## config.mk

```make
export PLATFORM = sky130hd
export DESIGN_NAME = delta_lif_neuron
export DESIGN_NICKNAME = d
export VERILOG_FILES = /design/src/rtl/delta_lif_neuron.sv
export SDC_FILE = /design/constraint.sdc
export NUM_CORES = 1
export LEC_CHECK = 0
export CORE_AREA = 2 2 79 81
export CTS_CLUSTER_DIAMETER = 100
export CTS_CLUSTER_SIZE = 20
export DETAILED_ROUTE_END_ITERATION = 6
export DIE_AREA = 0 0 81 83
export PLACE_DENSITY = 0.75
export RECOVER_POWER = 25
export SLEW_MARGIN = 20
export SYNTH_ARGS = -nofsm -noshare
export SYNTH_HDL_FRONTEND = slang
export SYNTH_SLANG_ARGS = --single-unit
export TNS_END_PERCENT = 30
```

## constraint.sdc

```tcl
create_clock -name clk -period 5.7 [get_ports clk]
set_input_delay 1.14 -clock clk [delete_from_list [all_inputs] [get_ports clk]]
set_output_delay 1.14 -clock clk [all_outputs]
set_load 0.02 [all_outputs]
```

## src/rtl/delta_lif_neuron.sv

```systemverilog
// Leaky integrate-and-fire neuron with a refractory period and send-on-delta
// event encoding of the membrane potential. One integration step is taken per
// clock with en=1. All outputs are registered and appear one cycle after the step.
//
// state (membrane u) | meaning
// ------------------ | ---------------------------------------------
// cnt == 0           | integrating: u <- sat(u - leak + cur_in)
// cnt != 0           | refractory: u <- u - leak, cur_in ignored
module delta_lif_neuron #(
   parameter int W          = 8,
   parameter int BETA_SHIFT = 1,
   parameter int V_TH       = 200,
   parameter int DELTA_TH   = 10,
   parameter int REFRAC     = 4,
   parameter int SUB_RESET  = 1
) (
   input  logic         clk,
   input  logic         rst,
   input  logic         en,
   input  logic [W-1:0] cur_in,
   output logic [W-1:0] state,
   output logic         fire,
   output logic         delta_valid,
   output logic         delta_sign,
   output logic [W-1:0] delta_mag,
   output logic         refrac_active
);

   localparam int CW = (REFRAC > 1) ? $clog2(REFRAC + 1) : 1;
   localparam logic [W:0]    VTH_EXT = (W+1)'(V_TH);
   localparam logic [W:0]    DTH_EXT = (W+1)'(DELTA_TH);
   localparam logic [W-1:0]  VTH_W   = W'(V_TH);
   localparam logic [CW-1:0] REFRAC_LOAD = CW'(REFRAC);

   logic [W-1:0]  ref_q;
   logic [CW-1:0] cnt;

   logic [W-1:0]  leak;
   logic [W-1:0]  decayed;
   logic [W:0]    sum;
   logic [W-1:0]  sum_sat;
   logic [W-1:0]  u_nxt;
   logic [CW-1:0] cnt_nxt;
   logic          fire_nxt;
   logic [W:0]    d;
   logic          d_neg;
   logic [W:0]    d_abs;
   logic          d_hit;

   // Next membrane value, refractory count and delta event for a step taken now.
   always_comb begin
      leak     = state >> BETA_SHIFT;
      decayed  = state - leak;
      sum      = {1'b0, decayed} + {1'b0, cur_in};
      sum_sat  = sum[W] ? {W{1'b1}} : sum[W-1:0];
      fire_nxt = 1'b0;
      u_nxt    = decayed;
      cnt_nxt  = cnt;
      if (cnt != '0) begin
         cnt_nxt = cnt - 1'b1;
      end else if ({1'b0, sum_sat} >= VTH_EXT) begin
         fire_nxt = 1'b1;
         u_nxt    = (SUB_RESET != 0) ? (sum_sat - VTH_W) : '0;
         cnt_nxt  = REFRAC_LOAD;
      end else begin
         u_nxt = sum_sat;
      end
      // Both operands are unsigned W bits, so W+1 bits hold the signed difference
      // and its magnitude always fits back into W bits.
      d     = {1'b0, u_nxt} - {1'b0, ref_q};
      d_neg = d[W];
      d_abs = d_neg ? (~d + 1'b1) : d;
      d_hit = (d_abs >= DTH_EXT);
   end

   // Commit a step on en; event pulses drop when idle, delta fields hold.
   always_ff @(posedge clk) begin
      if (rst) begin
         state         <= '0;
         ref_q         <= '0;
         cnt           <= '0;
         fire          <= 1'b0;
         delta_valid   <= 1'b0;
         delta_sign    <= 1'b0;
         delta_mag     <= '0;
         refrac_active <= 1'b0;
      end else if (en) begin
         state         <= u_nxt;
         cnt           <= cnt_nxt;
         refrac_active <= (cnt_nxt != '0);
         fire          <= fire_nxt;
         delta_valid   <= d_hit;
         if (d_hit) begin
            delta_sign <= d_neg;
            delta_mag  <= d_abs[W-1:0];
            ref_q      <= u_nxt;
         end
      end else begin
         fire        <= 1'b0;
         delta_valid <= 1'b0;
      end
   end

endmodule
```

Fig. 1: met3 routing
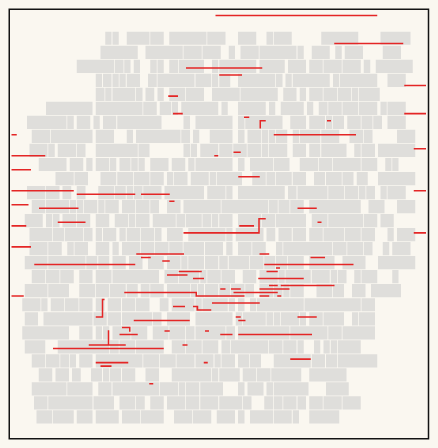
wire length on this layer: 418 um
share of all routed wire: 4.2%
longest straight run: 31.0 um
main direction: horizontal
final wirelength: 9950 um
GR Util met3: 4.57%
vias: 3418

Fig. 2: metal 2
Bar = 20 um.
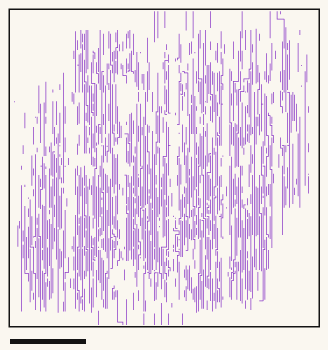
main direction: vertical
wire length on this layer: 5290 um
share of all routed wire: 53%
nets with wire on the layer: 508
longest straight run: 45.9 um

Fig. 3: signal wires on met1
Bar = 20 um. Supply wires on this layer in gray.
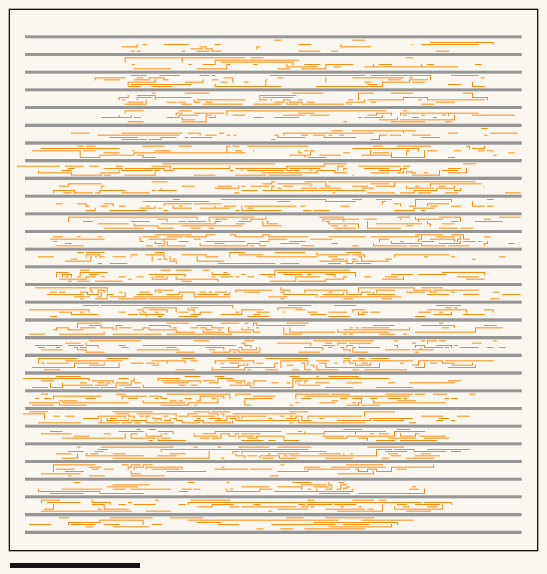
wire length on this layer: 3910 um
main direction: horizontal
longest straight run: 35.9 um
nets with wire on the layer: 513
met1 usage: 30.4%

==> run_results.csv <==
group,metric,value,unit
worst_setup_path,critPathLaunchType,"register",
global_routing,busiest_layer,"met2",
worst_setup_path,reg2reg_depth,29,
yosys,ys_sh_adder,13.5,%
clock_tree,numClockSinks,31,
worst_setup_path,worst_path_max_delay_cell,"dfxtp_4",
yosys,numSynthFlops,31,
final_timing,timing.slew.headroom,38.4,%
placed_design,numPortBuffers,30,
clock_tree,cts_tree,"built",
hold_path,hold_path_startpoint,"delta_mag[7]",
final_timing,tns,-1970,ps
final_timing,fin_crit_sh,103,%
final_timing,setup_ws,-168,ps
yosys,simple_gate_share,21.6,%
final_layout,reg_top3,"delta_mag x8, ref_q x8, state x8",
yosys,most_common_cell,"nand2_1",
worst_setup_path,crit_type,"register to register",
outcome,violations,"setup timing",
yosys,synth_cell_types,64,
drt,dr.max_layer_used,"met4",
yosys,yosys-stat-cells,387,
final_layout,mostFrequentLayoutCell,"buf_4",
worst_setup_path,worstPathMaxFanout,7,
clock_tree,cts_setup_buffers,13,
yosys,synth.top_cell.area_share,21.0,%
floorplanning,io_pins,31,
floorplanning,dieArea,6720,sq um
final_layout,final_area,4670,sq um
clock_tree,clock-root-buffer,"clkbuf_8",
drt,wl_met1,3910,um
floorplanning,rows,28,
worst_setup_path,ff2ff_setup_slack,-170,ps
outcome,outcome,"finished with violations",
final_timing,tightestPinTransition,923,ps
global_routing,grt_overflow,0,
yosys,ys_sh_xor,5.34,%
yosys,synth_nets,428,
worst_setup_path,cp_common_cell,"buf_4",
final_layout,final_util,80.4,%
yosys,synth.avg_cell_area,7.63,sq um
final_layout,final_cells,582,
final_layout,clock_buffer_count,5,
final_timing,final-hold-violation-count,0,
final_layout,n_fill_cell,359,
final_timing,setup_viol_count_final,18,
yosys,synthTopLogicFamily,"AND-OR/OR-AND gates",
